**src/rtl/fsm3_steer_tx.sv**
```systemverilog
// fsm3_steer_tx: inverse driver for the 3-state Moore FSM (W/X/Y, y=1 only in X).
// Takes a word of desired y bits over a valid/ready handshake. It serialises the word into the
// x stream that makes the downstream FSM produce exactly those y bits. It does this by tracking
// a model of the FSM state.
//
// Ports:
//   clk, rst            clock (rising edge), asynchronous active-high reset
//   load_valid/ready    word handshake; load_ready is combinational
//   load_data           desired y bits (WIDTH)
//   sync                resynchronise model to W when no bit is emitted on that edge
//   x_out               registered steering bit for the FSM x input
//   x_valid, x_last     x_out is live / x_out is the final bit of a word
//   y_model             predicted FSM y after x_out is consumed (1 iff model is X)
module fsm3_steer_tx #(
  parameter int unsigned WIDTH     = 8,
  parameter bit          MSB_FIRST = 1'b1
) (
  input  logic             clk,
  input  logic             rst,
  input  logic             load_valid,
  output logic             load_ready,
  input  logic [WIDTH-1:0] load_data,
  input  logic             sync,
  output logic             x_out,
  output logic             x_valid,
  output logic             x_last,
  output logic             y_model
);

  localparam int unsigned CntW = $clog2(WIDTH + 1);

  localparam logic [1:0] ModW = 2'b00;
  localparam logic [1:0] ModX = 2'b01;
  localparam logic [1:0] ModY = 2'b10;

  typedef enum logic {StIdle, StShift} ctrl_e;

  ctrl_e             ctrl_q, ctrl_d;
  logic [1:0]        model_q, model_d;
  logic [WIDTH-1:0]  shift_q, shift_d;
  logic [CntW-1:0]   cnt_q, cnt_d;
  logic              x_out_q, x_out_d;
  logic              x_valid_q, x_valid_d;
  logic              x_last_q, x_last_d;
  logic              y_model_q, y_model_d;

  logic              accept, mid, emit, bit_d, enc_x;
  logic [1:0]        m_base, m_next;

  // State register
  always_ff @(posedge clk or posedge rst) begin
    if (rst) begin
      ctrl_q    <= StIdle;
      model_q   <= ModW;
      shift_q   <= '0;
      cnt_q     <= '0;
      x_out_q   <= 1'b0;
      x_valid_q <= 1'b0;
      x_last_q  <= 1'b0;
      y_model_q <= 1'b0;
    end else begin
      ctrl_q    <= ctrl_d;
      model_q   <= model_d;
      shift_q   <= shift_d;
      cnt_q     <= cnt_d;
      x_out_q   <= x_out_d;
      x_valid_q <= x_valid_d;
      x_last_q  <= x_last_d;
      y_model_q <= y_model_d;
    end
  end

  // Next-state logic
  always_comb begin
    ctrl_d    = ctrl_q;
    model_d   = model_q;
    shift_d   = shift_q;
    cnt_d     = cnt_q;
    x_out_d   = x_out_q;
    x_valid_d = x_valid_q;
    x_last_d  = x_last_q;
    y_model_d = y_model_q;

    accept = load_valid & load_ready;
    // A bit of the current word still has to go out on this edge.
    mid    = (ctrl_q == StShift) & ~x_last_q;
    emit   = accept | mid;

    // sync only applies when no mid-word bit is going out; with an accept it seeds the encoder.
    m_base = (sync & ~mid) ? ModW : model_q;

    if (accept) begin
      bit_d = MSB_FIRST ? load_data[WIDTH-1] : load_data[0];
    end else begin
      bit_d = MSB_FIRST ? shift_q[WIDTH-1] : shift_q[0];
    end

    // From W the y=1 successor is reached with x=1; from X and Y it needs x=0.
    enc_x = ((m_base == ModX) || (m_base == ModY)) ? ~bit_d : bit_d;

    case (m_base)
      ModX:    m_next = enc_x ? ModY : ModX;
      ModY:    m_next = enc_x ? ModW : ModX;
      default: m_next = enc_x ? ModX : ModY;  // W, and illegal 2'b11 treated as W
    endcase

    if (emit) begin
      ctrl_d    = StShift;
      x_out_d   = enc_x;
      model_d   = m_next;
      y_model_d = (m_next == ModX);
      x_valid_d = 1'b1;
      if (accept) begin
        shift_d = MSB_FIRST ? (load_data << 1) : (load_data >> 1);
        cnt_d   = CntW'(1);
      end else begin
        shift_d = MSB_FIRST ? (shift_q << 1) : (shift_q >> 1);
        cnt_d   = cnt_q + CntW'(1);
      end
      x_last_d = (cnt_d == CntW'(WIDTH));
    end else begin
      if (ctrl_q == StShift) begin
        ctrl_d    = StIdle;
        x_valid_d = 1'b0;
        x_last_d  = 1'b0;
        cnt_d     = '0;
      end
      if (sync) begin
        model_d   = ModW;
        y_model_d = 1'b0;
      end
    end
  end

  // Outputs
  always_comb begin
    load_ready = (ctrl_q == StIdle) | x_last_q;
    x_out      = x_out_q;
    x_valid    = x_valid_q;
    x_last     = x_last_q;
    y_model    = y_model_q;
  end

endmodule

```
**config.mk**
```make
export PLATFORM = sky130hd
export DESIGN_NAME = fsm3_steer_tx
export DESIGN_NICKNAME = d
export VERILOG_FILES = /design/src/rtl/fsm3_steer_tx.sv
export SDC_FILE = /design/constraint.sdc
export NUM_CORES = 1
export LEC_CHECK = 0
export ABC_AREA = 1
export CELL_PAD_IN_SITES_DETAIL_PLACEMENT = 1
export CELL_PAD_IN_SITES_GLOBAL_PLACEMENT = 1
export CORE_AREA = 4 4 52 54
export DETAILED_ROUTE_END_ITERATION = 6
export DIE_AREA = 0 0 56 58
export GPL_TIMING_DRIVEN = 0
export PLACE_DENSITY_LB_ADDON = 0.1
export SYNTH_ARGS = -nofsm -noshare
export SYNTH_HDL_FRONTEND = slang
export SYNTH_SLANG_ARGS = --single-unit
```
**constraint.sdc**
```tcl
create_clock -name clk -period 2.3 [get_ports clk]
set_input_delay 0.69 -clock clk [delete_from_list [all_inputs] [get_ports clk]]
set_output_delay 0.69 -clock clk [all_outputs]
set_load 0.02 [all_outputs]
```
==> run_1/floorplan.png <==
The bar under the picture is 20 um long. Pins as bars on the die edge. Tap cells in gray.
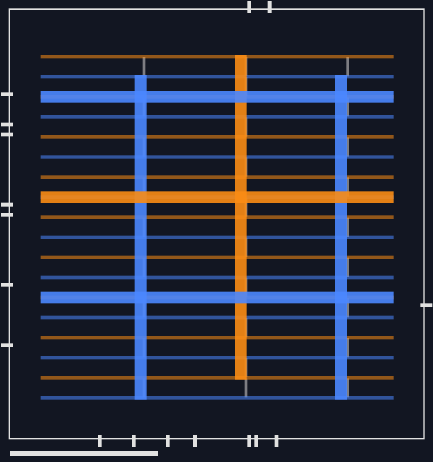
legend:
  orange:
    net: VDD
  blue:
    net: VSS
met5 straps: 3
met4 straps: 3
maximum ir drop on the vdd rail: 0.670 mV
Die X: 56 um
die extent in y: 58 um
area of the core: 2210 sq um

==> run_1/class_map.png <==
The bar under the picture is 20 um long.
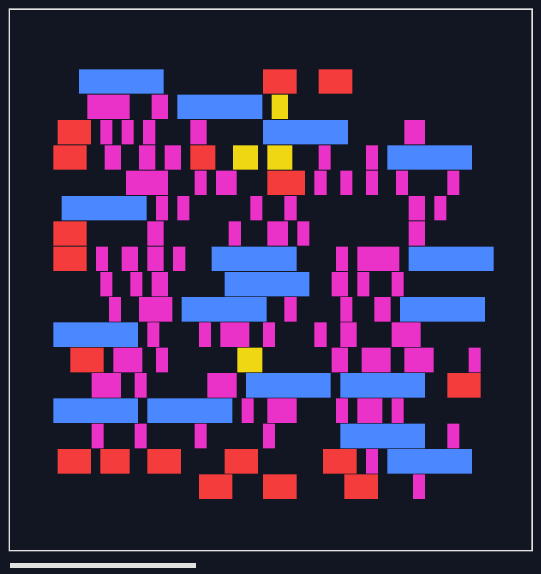
legend:
  magenta:
    class: remaining logic cells
    cells: 76
  yellow:
    class: clock drivers and dummy loads
    cells: 4
  red:
    class: remaining buffers and delay cells
    cells: 18
  blue:
    class: registers
    cells: 17
sequential share of cell area: 0.404
final core utilization: 0.476
number of standard-cell rows in the floorplan: 17
final design area excluding fillers: 1050 sq um

==> out/README.md, run 1 <==
| Parameter | This run |
|:---|:---|
| Place WS | 0.182 ns |
| Top_reg_cell synth | sky130_fd_sc_hd__dfrtp_1 |
| Ratio of cells with drive above 1 in the final layout | 0.0957 |
| Status | finished clean |
| Number of diodes added for antenna fixing | 0 |
| Number of antenna violations at the first check in global routing | 0 |
| Dominant cell by count in the synthesized netlist | sky130_fd_sc_hd__nand2_1 |
| Congestion Overflow GR | 0 |
| Synthesized instance count | 95 |
| Number of violations of the max-capacitance limit | 0 |
| Number of DRC markers after the initial detailed-route iteration | 2 |
| Cells after DPL | 139 |
| Top cells by count | sky130_fd_sc_hd__nand2_1, sky130_fd_sc_hd__inv_1, sky130_fd_sc_hd__dfrtp_1 |
| Final routed DRC violation total | 0 |
| Area overhead of the layout relative to synthesis | 26.6% |
| Detail Placement HPWL | 1.51 mm |
| H-tree lvl count | 1 |
| Data arrival time of the critical path | 1.35 ns |
| Tally of filler cells in the layout | 282 |
| Number of synthesized flops with an enable pin | 0 |
| Sum of negative setup slack | 0 ns |
| Largest power group | combinational logic |
| Final Worst Setup Slack | 0.260 ns |
| Post-synthesis instance area | 832 sq um |
| Cell depth of the worst flop-to-flop path | 9 |
| 1st-pass router iterations | 4 |
| Final Max-Slew Violation Tally | 0 |
| Part of the Yosys area used for sequential elements | 0.511 |
| Switching power as a share of total power | 0.443 |
| Antenna-violating nets left | 0 |
| Final net count | 130 |
| Most instantiated logic cell after routing | sky130_fd_sc_hd__nand2_1 |
| Area share of the largest cell type after synthesis | 0.511 |
| Worst setup path category | reg2out |
| Synth cell types | 20 |
| Combinational share of power | 0.528 |
| Count of hold-fix buffers inserted at cts | 0 |
| Final Wtd Congestion | 0.751 |
| Kind of end point of the critical path | output pin |
| Worst R2R Start | x_last |
| Type of origin of the critical path | register |
| Inserted Clock Buffers | 3 |
| First-pass GRT wire length | 3.47 mm |
| Number of warnings the tools reported | 26 |
| Main area contributors | sky130_fd_sc_hd__dfrtp_1, sky130_fd_sc_hd__nand2_1, sky130_fd_sc_hd__inv_1, sky130_fd_sc_hd__o221ai_1, sky130_fd_sc_hd__nand3_1 |
| Top cell family by delay on the critical path | buffers and inverters |
| Async S/R FF share, synth | 1.00 |
| Fmax | 490 MHz |
| Area of placed instances | 1030 sq um |
| Footprint of the multi-input gates | 313 sq um |
| Vias in the first global route | 770 |
| Total power density per cell area | 1370 nW/um^2 |
| Series of cell instances along the critical path | inv_1, nand2_2, buf_6, dlygate4sd2_1 |
| Final hold violation count | 0 |
| Cell depth of the worst min-delay path | 2 |
| Fraction of power consumed by sequential logic | 0.357 |
| Tally of yosys warning messages | 0 |
| Maximum number of buffers from clock root to sink | 2 |
| Post-route fraction of the period consumed by the critical path | 0.887 |
| PortBufs | 16 |
| Slowest cell on the critical path | sky130_fd_sc_hd__dfrtp_1 |
| Switching pwr | 0.640 mW |
| Sequential logic power | 0.516 mW |
| Delay of the slowest cell on the worst path | 0.39 ns |
| Clock-pin slew of the registers on the worst-case setup and hold paths | 0.11 ns |
| Endpoint, Worst Hold | x_out |
| Final period demand of the worst path | 2.04 ns |
| Sinks on Clock Net | 17 |
| Worst Min Path Start | x_out |
| Net count after synthesis | 109 |
| Post-layout instance count excluding filler cells | 143 |
| Max transition margin | 0.553 |
| Cell internal power dissipation | 0.806 mW |
| Most instantiated logic cells after routing | sky130_fd_sc_hd__nand2_1, sky130_fd_sc_hd__inv_1, sky130_fd_sc_hd__dfrtp_1 |
| Total leakage power | 0.519 nW |
| Crit path buf inv count | 3 |
| Chip Area | 3250 sq um |
| Unrepaired setup endpoints after global routing | no |
| Setup-violating endpoint count in the final report | 0 |
| FP Core Util | 0.376 |
| WP data required | 1.61 ns |
| Number of ports placed on the die boundary | 17 |
| Worst-case register-to-register setup slack | 0.77 ns |
| Pin count of the biggest net entering global routing | 18 |
| R2R Path End | x_out |
| Type of the worst min-delay path | reg2reg |
| Synthesis area per yosys | 832 sq um |
| Synthesized area per cell | 8.76 sq um |
| Comb. pwr | 0.763 mW |
| Count of state elements after synthesis | 17 |
| Transition at the pin with the smallest max-transition slack | 0.670 ns |
| Number of standard cells reported by yosys | 95 |
==> run_1/clock_wires.png <==
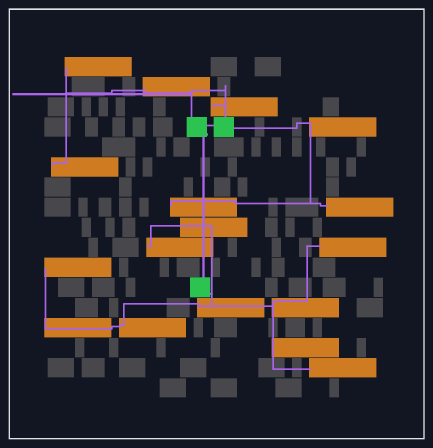
legend:
  orange:
    item: flip-flops
    count: 17
  green:
    item: clock-net drivers
    count: 3
  purple:
    item: clock wires
    length: 241 um
routed clock nets: 4
part of the total power dissipated in the clock network: 0.116
Setup Skew: 0.000556 ns
source-to-sink clock delay at the later pin of the worst-skew pair: 0.29 ns
P_clk: 0.167 mW

==> run_1/layers.png <==
The bar under the picture is 20 um long. Two of the layers only.
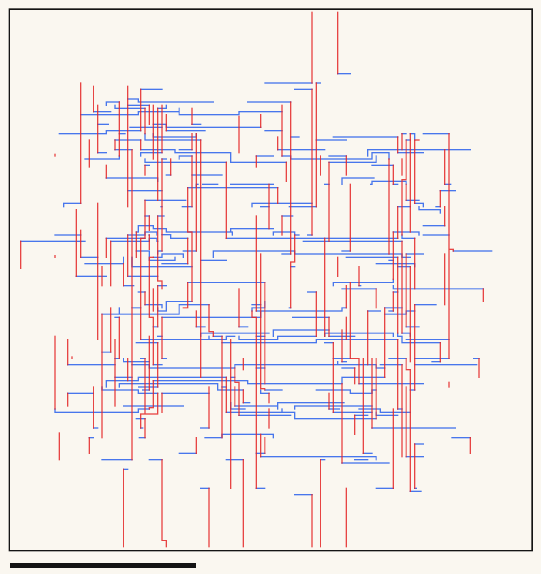
legend:
  red:
    layer: M2
    wire_length: 972 um
  blue:
    layer: M1
    wire_length: 914 um
All-Layer GR Usage: 0.135
DR vias: 726
average detailed-routed wire length per instance: 13.9 um
detailed-route wire length: 1.98 mm

-- run 1: worst max-delay path by stage --
stage                start    endpoint  depth (start not counted)
global placement      sync       x_out                          8
finish              x_last  load_ready                          4
detailed placement    sync       x_out                          8
CTS                 x_last  load_ready                          4
global route        x_last  load_ready                          4
floorplan           x_last  model_q[1]                          7
-- run 1: metal layers --
layer	vias to the layer above	GRT usage	wire length [um]
met5	-	0	0
met2	14	0.237	972
li1	345	-	-
met4	0	0.0407	21
met1	365	0.165	914
met3	2	0.0312	76
-- run 1: what timing repair did --
item | in CTS | in global routing
hold endpoints to repair | 0 | 0
setup buffers | 0 | 0
endpoints found under the setup margin | 1 | 0
gates resized | 1 | 0
-- run 1: stage by stage --
| step | hold WS, ns | power [mW] |
|---|---|---|
| final | 0.507 | 1.45 |
| after global routing | 0.545 | 1.58 |
| after CTS | 0.516 | 1.46 |
| after detailed placement | 0.481 | 1.30 |
| after global placement | 0.468 | 1.27 |
| after floorplan | 0.471 | 1.04 |
-- run 1: layout make-up --
class | count | area share
Buffer | 2 | 0.0178
Clock buffer | 3 | 0.0214
Clock inverter | 1 | 0.00475
Inverter | 20 | 0.0713
Multi-Input combinational cell | 56 | 0.297
Sequential cell | 17 | 0.404
Tap cell | 28 | 0.0333
Timing Repair Buffer | 16 | 0.151
-- run 1: sequential cells by signal, indices dropped and copies added, names as in the netlist --
register and cells:
x_out 1, model_q 2, x_valid 1, x_last 1
ctrl_q 1, cnt_q 4, shift_q 7
-- run 1: logic make-up (layout without fill, tap and decap cells) --
group           after synthesis  count (layout)  synth area share
fa+ha+maj                     2               2            0.0301
buf+inv                      22              42             0.113
simple gates                 37              37             0.195
compound gates               16              16             0.140
xor+xnor                      1               1            0.0105
flops                        17              17             0.511
## Run 2: what changed since run 1
--- a/config.mk
+++ b/config.mk
@@ -8,9 +8,10 @@
 export ABC_AREA = 1
 export CELL_PAD_IN_SITES_DETAIL_PLACEMENT = 1
 export CELL_PAD_IN_SITES_GLOBAL_PLACEMENT = 1
-export CORE_AREA = 4 4 52 54
+export CORE_AREA = 4 4 51 53
+export CTS_BUF_LIST = sky130_fd_sc_hd__clkbuf_2
 export DETAILED_ROUTE_END_ITERATION = 6
-export DIE_AREA = 0 0 56 58
+export DIE_AREA = 0 0 55 57
 export GPL_TIMING_DRIVEN = 0
 export PLACE_DENSITY_LB_ADDON = 0.1
 export SYNTH_ARGS = -nofsm -noshare
==> run_2/clock_wires.png <==
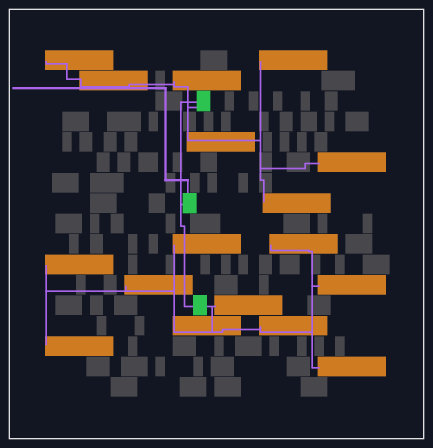
legend:
  orange:
    item: flip-flops
    count: 17
  green:
    item: clock-net drivers
    count: 3
  purple:
    item: clock wires
    length: 230 um
routed clock nets: 4
P_clk: 0.138 mW
Setup Skew: 0.0105 ns
source-to-sink clock delay at the later pin of the worst-skew pair: 0.30 ns
part of the total power dissipated in the clock network: 0.097

==> run_2/class_map.png <==
The bar under the picture is 20 um long.
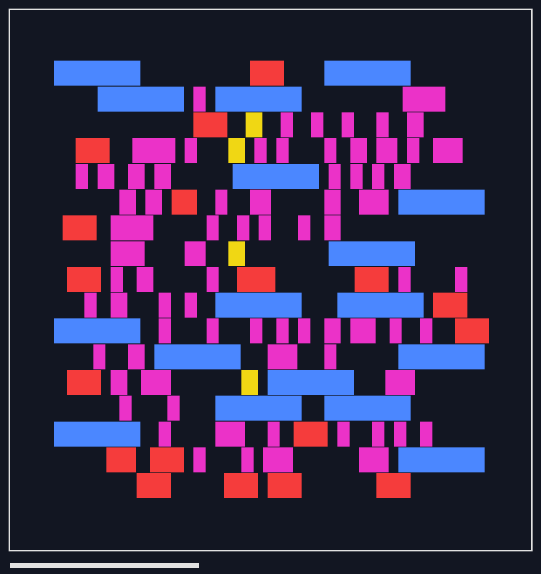
legend:
  magenta:
    class: remaining logic cells
    cells: 76
  blue:
    class: registers
    cells: 17
  red:
    class: remaining buffers and delay cells
    cells: 18
  yellow:
    class: clock drivers and dummy loads
    cells: 4
final design area excluding fillers: 1050 sq um
sequential share of cell area: 0.407
final core utilization: 0.487
area of the core: 2150 sq um

==> out/README.md, run 2 <==
| Parameter | This run |
|:---|:---|
| Status | finished clean |
| Kind of end point of the critical path | output pin |
| Net count after synthesis | 109 |
| Final period demand of the worst path | 2.07 ns |
| Tally of yosys warning messages | 0 |
| Count of hold-fix buffers inserted at cts | 0 |
| Detailed-route wire length | 1.99 mm |
| Cell type with the largest total area after synthesis | sky130_fd_sc_hd__dfrtp_1 |
| Registers with the most flip-flops | shift_q (7), cnt_q (4), model_q (2) |
| Most instantiated logic cells after routing | sky130_fd_sc_hd__nand2_1, sky130_fd_sc_hd__inv_1, sky130_fd_sc_hd__dfrtp_1 |
| First-pass GRT wire length | 3.48 mm |
| Ratio of cells with drive above 1 in the final layout | 0.0957 |
| Sinks on Clock Net | 17 |
| Number of cells upsized or downsized after cts | 1 |
| Type of origin of the critical path | register |
| Data arrival time of the critical path | 1.38 ns |
| Synthesized area per cell | 8.76 sq um |
| Cells after DPL | 139 |
| Maximum ir drop on the vdd rail | 0.584 mV |
| Final Wtd Congestion | 0.706 |
| Total leakage power | 0.518 nW |
| Final Worst Setup Slack | 0.230 ns |
| Area of placed instances | 1030 sq um |
| FP Core Util | 0.387 |
| Most instantiated logic cell after routing | sky130_fd_sc_hd__nand2_1 |
| WP data required | 1.61 ns |
| Area overhead of the layout relative to synthesis | 25.7% |
| Setup-violating endpoint count in the final report | 0 |
| Tally of filler cells in the layout | 272 |
| DR vias | 702 |
| 1st-pass router iterations | 4 |
| Post-CTS setup buffer count | 0 |
| Antenna-violating nets left | 0 |
| Die extent in y | 57 um |
| Async S/R FF share, synth | 1.00 |
| Number of antenna violations at the first check in global routing | 0 |
| Detail Placement HPWL | 1.50 mm |
| Top cells by count | sky130_fd_sc_hd__nand2_1, sky130_fd_sc_hd__inv_1, sky130_fd_sc_hd__dfrtp_1 |
| Number of DRC markers after the initial detailed-route iteration | 9 |
| Total power density per cell area | 1360 nW/um^2 |
| Largest register FFs | 7 |
| Number of standard cells reported by yosys | 95 |
| Chip Area | 3140 sq um |
| Congestion Overflow GR | 0 |
| Average detailed-routed wire length per instance | 13.9 um |
| Final hold violation count | 0 |
| Maximum number of buffers from clock root to sink | 2 |
| Post-synthesis instance area | 832 sq um |
| Final routed DRC violation total | 0 |
| Part of the Yosys area used for sequential elements | 0.511 |
| Type of the worst min-delay path | reg2reg |
| All-Layer GR Usage | 0.150 |
| Worst setup path category | reg2out |
| Fmax | 483 MHz |
| Inserted Clock Buffers | 3 |
| Post-route fraction of the period consumed by the critical path | 0.900 |
| H-tree lvl count | 1 |
| Post-layout instance count excluding filler cells | 143 |
| Count of state elements after synthesis | 17 |
| Number of diodes added for antenna fixing | 0 |
| Number of violations of the max-capacitance limit | 0 |
| Top_reg_cell synth | sky130_fd_sc_hd__dfrtp_1 |
| Unrepaired setup endpoints after global routing | no |
| Synth cell types | 20 |
| Final Max-Slew Violation Tally | 0 |
| Footprint of the multi-input gates | 313 sq um |
| Area share of the largest cell type after synthesis | 0.511 |
| Synthesis area per yosys | 832 sq um |
| Final net count | 130 |
| Register with the most flip-flops | shift_q |
| Transition at the pin with the smallest max-transition slack | 0.679 ns |
| Worst hold slack across all endpoints | 0.515 ns |
| Dominant cell by count in the synthesized netlist | sky130_fd_sc_hd__nand2_1 |
| Clock-pin slew of the registers on the worst-case setup and hold paths | 0.18 ns |
| Max transition margin | 0.547 |
| Pin count of the biggest net entering global routing | 18 |
| Die X | 55 um |
| PortBufs | 16 |
| Sum of negative setup slack | 0 ns |
| Vias in the first global route | 772 |
| Number of warnings the tools reported | 26 |
| Place WS | 0.171 ns |
| Number of ports placed on the die boundary | 17 |
| Number of standard-cell rows in the floorplan | 17 |
| Tot Pwr | 1.42 mW |
| Main area contributors | sky130_fd_sc_hd__dfrtp_1, sky130_fd_sc_hd__nand2_1, sky130_fd_sc_hd__inv_1, sky130_fd_sc_hd__o221ai_1, sky130_fd_sc_hd__nand3_1 |
| Synthesized instance count | 95 |
| Number of synthesized flops with an enable pin | 0 |
[run 2: worst max-delay path: stages, from the launching register on]
cell and delay (ns):
sky130_fd_sc_hd__dfrtp_1 0.44, sky130_fd_sc_hd__nand2_2 0.13, sky130_fd_sc_hd__buf_6 0.17, sky130_fd_sc_hd__dlygate4sd2_1 0.35
[run 2: cells by family (layout without fill, tap and decap cells)]
logic type,count (synthesis),count (layout),share of synthesized area
adder cells (fa/ha/maj),2,2,0.0301
flip-flops,17,17,0.511
AND/OR/NAND/NOR,37,37,0.195
AND-OR/OR-AND,16,16,0.140
XOR/XNOR,1,1,0.0105
buffers and inverters,22,42,0.113
[run 2: per-layer routing]
metal  global-route usage  routed length, um  vias up
met5                    0                  0        -
met2                0.236                989       10
met3               0.0235                 62        2
met4               0.0625                 12        0
met1                0.201                923      344
li1                     -                  -      346
[run 2: area by class of cell]
type	instances	share of cell area
multi-input combinational	56	0.299
sequential	17	0.407
clock inverter	1	0.00478
timing repair buffer	16	0.152
tap	28	0.0335
buffer	2	0.0179
clock buffer	3	0.0144
inverter	20	0.0718
[run 2: path summary, 6_finish.rpt]
check / cells after the start / startpoint / slack, ns / to
worst max-delay path: 3 / ctrl_q / 0.23 / load_ready
worst min-delay path: 2 / x_out / 0.52 / x_out
worst max register to register: 7 / x_last / 0.78 / model_q[1]
worst min register to register: 2 / x_out / 0.52 / x_out
max in group asynchronous: 2 / rst / 1.10 / ctrl_q
min in group asynchronous: 2 / rst / 0.76 / shift_q[2]
[run 2: report_power, final]
| part | internal [mW] | switching (mW) | total [mW] |
|---|---|---|---|
| clock | 0.0394 | 0.0987 | 0.138 |
| sequential | 0.428 | 0.0852 | 0.513 |
| combinational | 0.314 | 0.459 | 0.773 |
## Run 3: what changed since run 2
--- a/config.mk
+++ b/config.mk
@@ -8,10 +8,10 @@
 export ABC_AREA = 1
 export CELL_PAD_IN_SITES_DETAIL_PLACEMENT = 1
 export CELL_PAD_IN_SITES_GLOBAL_PLACEMENT = 1
-export CORE_AREA = 4 4 51 53
+export CORE_AREA = 5 5 52 54
 export CTS_BUF_LIST = sky130_fd_sc_hd__clkbuf_2
 export DETAILED_ROUTE_END_ITERATION = 6
-export DIE_AREA = 0 0 55 57
+export DIE_AREA = 0 0 57 59
 export GPL_TIMING_DRIVEN = 0
 export PLACE_DENSITY_LB_ADDON = 0.1
 export SYNTH_ARGS = -nofsm -noshare
==> run_3/class_map.png <==
The bar under the picture is 20 um long.
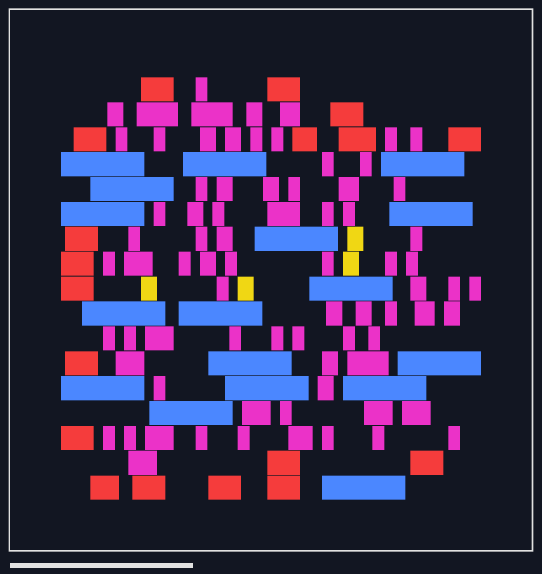
legend:
  yellow:
    class: clock drivers and dummy loads
    cells: 4
  blue:
    class: registers
    cells: 17
  magenta:
    class: remaining logic cells
    cells: 76
  red:
    class: remaining buffers and delay cells
    cells: 18
final core utilization: 0.482
area of the core: 2170 sq um

==> run_3/placed.png <==
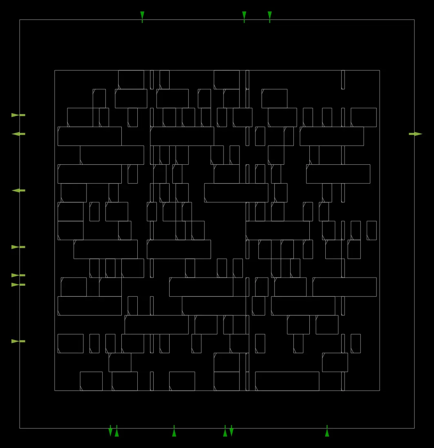
post-layout instance count excluding filler cells: 143
tally of filler cells in the layout: 272

==> out/README.md, run 3 <==
| Parameter | This run |
|:---|:---|
| Status | finished clean |
| Most instantiated logic cells after routing | sky130_fd_sc_hd__nand2_1, sky130_fd_sc_hd__inv_1, sky130_fd_sc_hd__dfrtp_1 |
| Final Max-Slew Violation Tally | 0 |
| Cell type with the largest total area after synthesis | sky130_fd_sc_hd__dfrtp_1 |
| Synth cell types | 20 |
| Area overhead of the layout relative to synthesis | 25.7% |
| Combinational share of power | 0.540 |
| Data arrival time of the critical path | 1.35 ns |
| Final net count | 130 |
| Detailed-route wire length | 1.88 mm |
| PortBufs | 16 |
| Post-route fraction of the period consumed by the critical path | 0.889 |
| Average detailed-routed wire length per instance | 13.1 um |
| Number of DRC markers after the initial detailed-route iteration | 21 |
| Cell internal power dissipation | 0.780 mW |
| Top_reg_cell synth | sky130_fd_sc_hd__dfrtp_1 |
| Sinks on Clock Net | 17 |
| Final design area excluding fillers | 1050 sq um |
| Number of synthesized flops with an enable pin | 0 |
| Die X | 57 um |
| Part of the total power dissipated in the clock network | 0.094 |
| Number of antenna violations at the first check in global routing | 0 |
| Dominant cell by count in the synthesized netlist | sky130_fd_sc_hd__nand2_1 |
| Main area contributors | sky130_fd_sc_hd__dfrtp_1, sky130_fd_sc_hd__nand2_1, sky130_fd_sc_hd__inv_1, sky130_fd_sc_hd__o221ai_1, sky130_fd_sc_hd__nand3_1 |
| Total power density per cell area | 1340 nW/um^2 |
| Top cells by count | sky130_fd_sc_hd__nand2_1, sky130_fd_sc_hd__inv_1, sky130_fd_sc_hd__dfrtp_1 |
| Maximum ir drop on the vdd rail | 0.659 mV |
| Most Used Layer, Global Route | met2 |
| Unrepaired setup endpoints after global routing | no |
| All-Layer GR Usage | 0.128 |
| Largest register FFs | 7 |
| Number of warnings the tools reported | 26 |
| Async S/R FF share, synth | 1.00 |
| Die extent in y | 59 um |
| Footprint of the multi-input gates | 313 sq um |
| Synthesis area per yosys | 832 sq um |
| Final period demand of the worst path | 2.04 ns |
| Area of placed instances | 1030 sq um |
| Count of state elements after synthesis | 17 |
| Area share of the largest cell type after synthesis | 0.511 |
| Pin count of the biggest net entering global routing | 18 |
| Compound-gate portion of the synthesized area | 0.140 |
| Tally of yosys warning messages | 0 |
| Tot Pwr | 1.40 mW |
| Comb area leader | simple AND/OR/NAND/NOR gates |
| Chip Area | 3360 sq um |
| Part of the Yosys area used for sequential elements | 0.511 |
| WP data required | 1.61 ns |
| 1st-pass router iterations | 3 |
| Setup Skew | 0.00693 ns |
| Number of violations of the max-capacitance limit | 0 |
| Number of standard cells reported by yosys | 95 |
| Source-to-sink clock delay at the later pin of the worst-skew pair | 0.29 ns |
| Post-synthesis instance area | 832 sq um |
| Final Worst Setup Slack | 0.256 ns |
| Type of the worst min-delay path | reg2reg |
| Registers with the most flip-flops | shift_q (7), cnt_q (4), model_q (2) |
| Fmax | 489 MHz |
| Cell depth of the worst flop-to-flop path | 7 |
| Transition at the pin with the smallest max-transition slack | 0.650 ns |
| Net count after synthesis | 109 |
| Final routed DRC violation total | 0 |
| Total leakage power | 0.518 nW |
| Clock-pin slew of the registers on the worst-case setup and hold paths | 0.16 ns |
| First-pass GRT wire length | 3.42 mm |
| Final hold violation count | 0 |
| Met1 demand-to-capacity share in global routing | 0.162 |
| Inserted Clock Buffers | 3 |
| FP Core Util | 0.384 |
| Met2 global-route usage | 0.220 |
| Maximum number of buffers from clock root to sink | 2 |
| Post-CTS setup buffer count | 0 |
| Number of ports placed on the die boundary | 17 |
| And+or+nand+nor area frac | 0.195 |
| Worst hold slack across all endpoints | 0.512 ns |
run 3: cell counts after synthesis:
No cell type changed its count.
run 3: final cells by class:
class | instances | area share
inverter | 20 | 0.0718
buffer | 2 | 0.0179
clock buffer | 3 | 0.0144
sequential | 17 | 0.407
timing repair buffer | 16 | 0.152
clock inverter | 1 | 0.00478
multi-input combinational | 56 | 0.299
tap | 28 | 0.0335
run 3: repair_timing:
action	in CTS	in global routing
endpoints found under the setup margin	1	0
hold buffers	0	0
gates resized	1	0
run 3: worst paths after layout:
path / startpoint / end / slack, ns
worst max-delay path: x_last / load_ready / 0.26
worst min-delay path: x_valid / x_valid / 0.51
worst max register to register: x_last / model_q[1] / 0.76
worst min register to register: x_valid / x_valid / 0.51
max in group asynchronous: rst / ctrl_q / 1.12
min in group asynchronous: rst / shift_q[3] / 0.76
run 3: power groups by stage:
stage	Clock [mW]	Sequential (mW)	Combinational, mW
2_1_floorplan	0	0.540	0.496
3_3_place_gp	0	0.513	0.754
3_5_place_dp	0	0.520	0.778
4_1_cts	0.142	0.512	0.774
5_1_grt	0.159	0.534	0.857
6_report	0.131	0.513	0.755
run 3: logic make-up after synthesis:
| group | Yosys count |
|---|---|
| compound gates | 16 |
| xor+xnor | 1 |
| fa+ha+maj | 2 |
| buf+inv | 22 |
| flops | 17 |
| simple gates | 37 |
run 3: worst max-delay path, cell delays in order, from the launching register on:
cell and delay (ns):
sky130_fd_sc_hd__dfrtp_1 0.40, sky130_fd_sc_hd__inv_1 0.06, sky130_fd_sc_hd__nand2_2 0.11, sky130_fd_sc_hd__buf_6 0.16, sky130_fd_sc_hd__dlygate4sd2_1 0.34
run 3: metal layers:
layer	up-vias	share of wire
met5	-	0
met4	0	0.0053
met3	2	0.034
met2	11	0.50
met1	332	0.46
li1	346	-
Power figures rest on the tool's default switching activity, not on a simulated workload.
